$ cat config.mk
export PLATFORM = sky130hd
export DESIGN_NAME = pe_mac_lanes
export DESIGN_NICKNAME = d
export VERILOG_FILES = /design/src/rtl/pe_mac_lanes.sv
export SDC_FILE = /design/constraint.sdc
export NUM_CORES = 2
export LEC_CHECK = 0
export CELL_PAD_IN_SITES_DETAIL_PLACEMENT = 1
export CELL_PAD_IN_SITES_GLOBAL_PLACEMENT = 1
export CORE_ASPECT_RATIO = 1.75
export CORE_UTILIZATION = 45
export DETAILED_ROUTE_END_ITERATION = 10
export PLACE_DENSITY = 0.84
export SYNTH_ARGS = -nofsm -noshare
export SYNTH_HDL_FRONTEND = slang
export SYNTH_SLANG_ARGS = --single-unit
$ cat constraint.sdc
create_clock -name clk_i -period 15.94 [get_ports clk_i]
set_clock_uncertainty 0.2 [all_clocks]
set_input_delay 3.985 -clock clk_i [delete_from_list [all_inputs] [get_ports clk_i]]
set_output_delay 3.985 -clock clk_i [all_outputs]
set_load 0.005 [all_outputs]
$ cat src/rtl/pe_mac_lanes.sv
// pe_mac_lanes: multi-lane signed MAC processing element with convolution and fixed-MAC modes
module pe_mac_lanes #(
    parameter int LANES      = 4,
    parameter int DATA_WIDTH = 16,
    parameter int ACC_WIDTH  = 40,
    parameter int MUL_LAT    = 2,
    parameter int LEN_WIDTH  = 16
) (
    input  logic                        clk_i,
    input  logic                        rst,
    input  logic                        cmd_valid,
    input  logic [3:0]                  cmd,
    input  logic [LEN_WIDTH-1:0]        param_in,
    input  logic [DATA_WIDTH-1:0]       coef_in,
    input  logic [LANES*DATA_WIDTH-1:0] data_in,
    input  logic [LANES*DATA_WIDTH-1:0] weight_in,
    output logic [LANES*DATA_WIDTH-1:0] data_out,
    output logic [LANES*DATA_WIDTH-1:0] weight_out,
    output logic                        res_valid,
    input  logic                        res_ready,
    output logic [LANES*ACC_WIDTH-1:0]  res_data,
    output logic                        busy,
    output logic                        sat,
    output logic                        overrun
);
    localparam int PW = 2 * DATA_WIDTH;
    localparam logic [3:0] C_RESET = 4'd0;
    localparam logic [3:0] C_TRIG  = 4'd1;
    localparam logic [3:0] C_MUL   = 4'd2;
    localparam logic [3:0] C_ADD   = 4'd3;
    localparam logic [3:0] C_CONV  = 4'd4;
    localparam logic [3:0] C_FIX   = 4'd5;
    localparam logic [3:0] C_FWD   = 4'd6;

    typedef enum logic {CONV, FIX} mode_e;

    mode_e                       mode_q, mode_d;
    logic [LEN_WIDTH-1:0]        conv_len_q, conv_len_d, cnt_q, cnt_d;
    logic [DATA_WIDTH-1:0]       mul_q, mul_d, add_q, add_d;
    logic [LANES*DATA_WIDTH-1:0] data_q, data_d, weight_q, weight_d;
    logic [MUL_LAT-1:0]          vld_q, vld_d;
    logic [LANES*ACC_WIDTH-1:0]  res_q, res_d;
    logic                        res_valid_q, res_valid_d, busy_q, busy_d;
    logic                        sat_q, sat_d, overrun_q, overrun_d;
    logic [LANES-1:0]            clamp;
    logic                        do_reset, do_trig, do_pass, set_ok, retire, last, new_res;

    assign do_reset = cmd_valid && cmd == C_RESET;
    assign do_trig  = cmd_valid && cmd == C_TRIG;
    assign do_pass  = do_trig || (cmd_valid && cmd == C_FWD);
    assign set_ok   = cmd_valid && !busy_q;
    // A RESET command drops whatever product is retiring in the same cycle.
    assign retire   = vld_q[MUL_LAT-1] && !do_reset;
    assign last     = mode_q == FIX || cnt_q + LEN_WIDTH'(1) == conv_len_q;
    assign new_res  = retire && last;

    // Next state of configuration, pipeline valids, count and result flags.
    always_comb begin
        mode_d      = set_ok && cmd == C_CONV ? CONV : set_ok && cmd == C_FIX ? FIX : mode_q;
        conv_len_d  = set_ok && cmd == C_CONV ? (param_in == '0 ? LEN_WIDTH'(1) : param_in) : conv_len_q;
        mul_d       = set_ok && cmd == C_MUL ? coef_in : mul_q;
        add_d       = set_ok && cmd == C_ADD ? coef_in : add_q;
        data_d      = do_pass ? data_in : data_q;
        weight_d    = do_pass ? weight_in : weight_q;
        vld_d       = do_reset ? '0 : MUL_LAT'({vld_q, do_trig});
        cnt_d       = do_reset || new_res ? '0 : retire ? cnt_q + LEN_WIDTH'(1) : cnt_q;
        res_valid_d = !do_reset && (new_res || (res_valid_q && !res_ready));
        overrun_d   = !do_reset && (overrun_q || (new_res && res_valid_q && !res_ready));
        sat_d       = !do_reset && (sat_q || |clamp);
        busy_d      = !do_reset && (do_trig || |vld_q || cnt_q != '0);
    end

    // Shared control and output registers.
    always_ff @(posedge clk_i) begin
        if (rst) begin
            mode_q      <= CONV;
            conv_len_q  <= LEN_WIDTH'(1);
            cnt_q       <= '0;
            mul_q       <= '0;
            add_q       <= '0;
            data_q      <= '0;
            weight_q    <= '0;
            vld_q       <= '0;
            res_q       <= '0;
            res_valid_q <= 1'b0;
            busy_q      <= 1'b0;
            sat_q       <= 1'b0;
            overrun_q   <= 1'b0;
        end else begin
            mode_q      <= mode_d;
            conv_len_q  <= conv_len_d;
            cnt_q       <= cnt_d;
            mul_q       <= mul_d;
            add_q       <= add_d;
            data_q      <= data_d;
            weight_q    <= weight_d;
            vld_q       <= vld_d;
            res_q       <= res_d;
            res_valid_q <= res_valid_d;
            busy_q      <= busy_d;
            sat_q       <= sat_d;
            overrun_q   <= overrun_d;
        end
    end

    for (genvar l = 0; l < LANES; l++) begin : g_lane
        logic signed [DATA_WIDTH-1:0] a, b;
        logic signed [PW-1:0]         p, r;
        logic [MUL_LAT*PW-1:0]        pipe_q, pipe_d;
        logic signed [ACC_WIDTH-1:0]  acc_q, acc_d, base, sum_sat;
        logic signed [ACC_WIDTH:0]    sum;
        logic                         ovf;
        assign a       = data_in[l*DATA_WIDTH +: DATA_WIDTH];
        assign b       = mode_q == FIX ? mul_q : weight_in[l*DATA_WIDTH +: DATA_WIDTH];
        assign p       = PW'(a) * PW'(b);
        // Newest product enters at the bottom; the top slot is the retiring one.
        assign pipe_d  = (MUL_LAT*PW)'({pipe_q, p});
        assign r       = pipe_q[(MUL_LAT-1)*PW +: PW];
        assign base    = mode_q == FIX ? ACC_WIDTH'($signed(add_q)) : acc_q;
        assign sum     = (ACC_WIDTH+1)'(base) + (ACC_WIDTH+1)'(r);
        assign ovf     = sum[ACC_WIDTH] != sum[ACC_WIDTH-1];
        assign sum_sat = ovf ? {sum[ACC_WIDTH], {(ACC_WIDTH-1){!sum[ACC_WIDTH]}}} : sum[ACC_WIDTH-1:0];
        assign clamp[l] = retire && ovf;
        assign acc_d   = do_reset || new_res ? '0 : retire ? sum_sat : acc_q;
        assign res_d[l*ACC_WIDTH +: ACC_WIDTH] = new_res ? sum_sat : res_q[l*ACC_WIDTH +: ACC_WIDTH];

        // Lane multiplier pipeline and running accumulator.
        always_ff @(posedge clk_i) begin
            if (rst) begin
                pipe_q <= '0;
                acc_q  <= '0;
            end else begin
                pipe_q <= pipe_d;
                acc_q  <= acc_d;
            end
        end
    end

    assign data_out   = data_q;
    assign weight_out = weight_q;
    assign res_valid  = res_valid_q;
    assign res_data   = res_q;
    assign busy       = busy_q;
    assign sat        = sat_q;
    assign overrun    = overrun_q;
endmodule

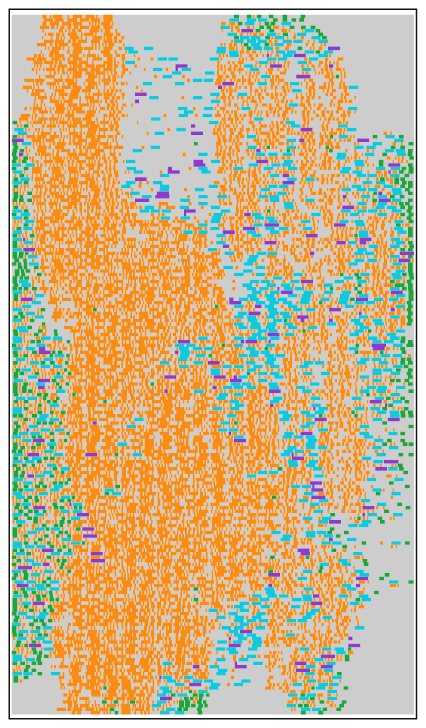
(cell classes on the final placement)
Fill, decap, tap and diode cells in grey.
[cyan] flip-flops | cells: 775 | share of their area: 19%
[green] other buffers and delay cells | cells: 575 | share of their area: 6.6%
[orange] all other logic | cells: 7554 | share of their area: 71%
[purple] clock drivers and dummy loads | cells: 155 | share of their area: 3.6%

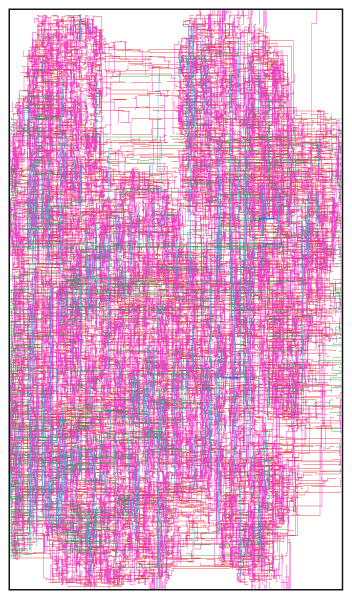
(wiring by layer)
[blue] met5 | wire length: 41.4 µm
[cyan] met4 | wire length: 18600 µm
[red] met1 | wire length: 99.8 mm
[magenta] met2 | wire length: 138 mm
[green] met3 | wire length: 16100 µm
Vias: 63900
Total GRT Usage: 32.0%
Routed WL: 273000 µm
drt wl/cell: 24.2 µm

==> flow_metrics.py <==
# Auto-generated metrics
metrics = {
    "floorplanning": {
        "die_x_um": 312,
        "fp-row-count": 198,
        "die-area_mm2": 0.170,
    },
    "global_route": {
        "grt_pass1_wl_um": 418000,
        "grt_antenna_before_repair": 16,
        "grt_pass1_vias": 72300,
        "grt_max_degree": 115,
        "grt_overflow": 0,
        "use_met2_pct": 57.8,
    },
    "layout": {
        "flops": 775,
        "seqAreaFraction_pct": 18.2,
        "comb_area_mm2": 0.0534,
        "final_cell_area_mm2": 0.0855,
        "area_growth_syn_to_layout_pct": 12.7,
        "buffers": 575,
        "nClkBuffers": 102,
        "n_all_inverters": 1425,
        "finish.net_count": 10700,
        "sh_comb_area_pct": 62.4,
        "antennaDiodeCount": 8,
    },
    "cts": {
        "cts_tree": "done",
        "clock_latency_ns": 0.75,
        "cts_max_path_buffers": 3,
        "hold_buffers": 0,
        "cts.sinks": 775,
        "ctsResizeCount": 0,
        "clk_pin_slew_ns": 0.07,
        "post_cts_buffers": 0,
        "root_buffer": "clkbuf_16",
    },
    "drt": {
        "drcViolationCount": 0,
        "wl_met1_um": 99800,
    },
    "critical_path": {
        "r2r_setup_slack_ns": 6.83,
        "cp_max_fo": 16,
        "crit_family": "adder cells",
        "r2r_cells": 24,
        "critPathCapture": "g_lane[2].pipe_q[31]",
        "path_depth": 23,
        "required_ns": 16.34,
        "r2r_end": "g_lane[2].pipe_q[31]",
        "slowest_delay_ns": 0.92,
        "worst_setup_path_start_kind": "primary input",
        "endpoint_kind": "flip-flop",
        "cp_cell_sequence": "clkdlybuf4s50_1, inv_1, o21ai_2, nand2_1, fa_1, inv_1, fa_1, fa_1, fa_1, fa_1, inv_1, fa_1, inv_1, ha_1, a21o_1, a21oi_1, o21ai_0, a221oi_1, o21ai_0, a311o_1, a21oi_1, xnor2_1, nor2_1",
    },
    "pwr": {
        "power.share.combinational_pct": 79.5,
        "pwr-share-seq_pct": 10.8,
        "vdd_drop_max_v": 0.000337,
        "p_switching_uw": 11700,
        "pwr-share-clk_pct": 9.8,
        "p_leak_uw": 0.0388,
        "powerDensity_mw_per_mm2": 259,
        "p_seq_uw": 2380,
        "p_int_uw": 10400,
        "p_sw_share_pct": 52.9,
        "p_comb_uw": 17600,
        "powerClk_uw": 2160,
    },
    "synth": {
        "synthesis.area_mm2": 0.0758,
        "top_area_share_pct": 27.8,
        "yosys_cells": 8761,
        "common_cells": "1424 x inv_1, 1052 x fa_1, 1037 x nand2_1",
        "yosys-top-cells-area": "fa_1 28%, dfxtp_1 20%, ha_1 8.1%",
        "synth_top_cell_by_area": "fa_1",
        "post_synth_num_cell_types": 98,
        "flop_cell": "dfxtp_1",
        "ys_warn_count": 0,
        "async_reset_ff_share_pct": 0,
        "edf_count": 0,
        "numSynthFlops": 775,
    },
    "placement": {
        "port_buffers": 459,
        "place_area_mm2": 0.0825,
        "dp_slack_ns": 4.06,
        "hpwl_um": 215000,
        "gp_congestion": 0.952,
    },
    "sta": {
        "slew_headroom_pct": 18.4,
        "slew_viol_final": 0,
        "finalClockPeriodUsage_pct": 70.4,
        "fin_crit_ns": 11.23,
        "setup_tns_ns": 0,
        "setup_violations": 0,
        "rsz0062_at_grt": "false",
        "max_freq_mhz": 89.1,
        "hold_viol": 0,
    },
    "min_path": {
        "min-delay-start": "g_lane[1].pipe_q[24]",
        "hold_depth": 1,
    },
    "status": {
        "status": "finished clean",
    },
}
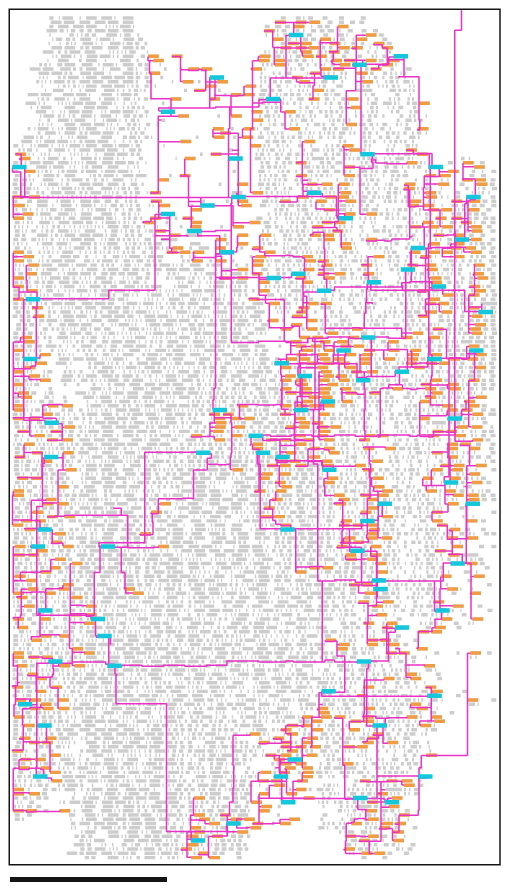
(clock wires, drivers and flops)
The bar under the picture is 100 µm long.
[magenta] clock wires | length: 12600 µm
[orange] flip-flops | count: 775
[cyan] cells driving clock nets | count: 83
routed clock nets: 84

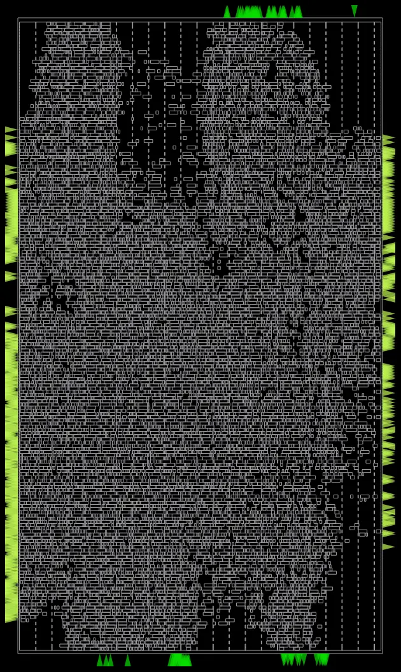
(placed standard cells)
core area: 0.167 mm²
Layout Cells excl Fill: 11300
fill count: 19500

[registers in the layout, summed over array words and instances (netlist names)]
name           flops
add_q             16
res_valid          1
g_lane.acc_q     160
cnt_q             16
busy               1
vld_q              2
data_out          64
sat                1
conv_len_q        16
weight_out        64
g_lane.pipe_q    256
res_data         160
mul_q             16
mode_q             1
overrun            1
[layout by cell type, fill, tap and decap left out, types with 28 or more instances in the layout]
| cell type | count |
|---|---|
| a211oi_2 | 28 |
| and2_1 | 391 |
| or2_2 | 31 |
| nand2b_1 | 58 |
| dfxtp_1 | 774 |
| a31oi_1 | 32 |
| o21bai_1 | 41 |
| nand3_1 | 77 |
| fa_1 | 1052 |
| inv_1 | 1424 |
| o21ai_0 | 442 |
| xnor2_1 | 185 |
| xor2_1 | 125 |
| o21ai_1 | 48 |
| ha_1 | 490 |
| mux2i_1 | 63 |
| nand4_1 | 33 |
| o21a_1 | 46 |
| clkdlybuf4s50_1 | 458 |
| clkbuf_16 | 83 |
| o211ai_1 | 36 |
| buf_4 | 115 |
| a21o_1 | 143 |
| a21oi_1 | 518 |
| nor2b_1 | 281 |
| nand2_1 | 1036 |
| a211oi_1 | 78 |
| o31ai_1 | 31 |
| nor3_1 | 48 |
| nor2_1 | 453 |
[cells by family (layout without fill, tap and decap cells)]
family | after synthesis | count (layout) | synth area share, %
AND/OR/NAND/NOR | 2521 | 2521 | 15.8
buffers and inverters | 1857 | 2155 | 9.41
AND-OR/OR-AND | 1660 | 1660 | 13.6
adder cells (fa/ha/maj) | 1566 | 1566 | 36.2
flip-flops | 775 | 775 | 20.5
XOR/XNOR | 310 | 310 | 3.58
multiplexers | 72 | 72 | 0.954
other | 0 | 8 | 0
Power is estimated from default activity; no workload was simulated.
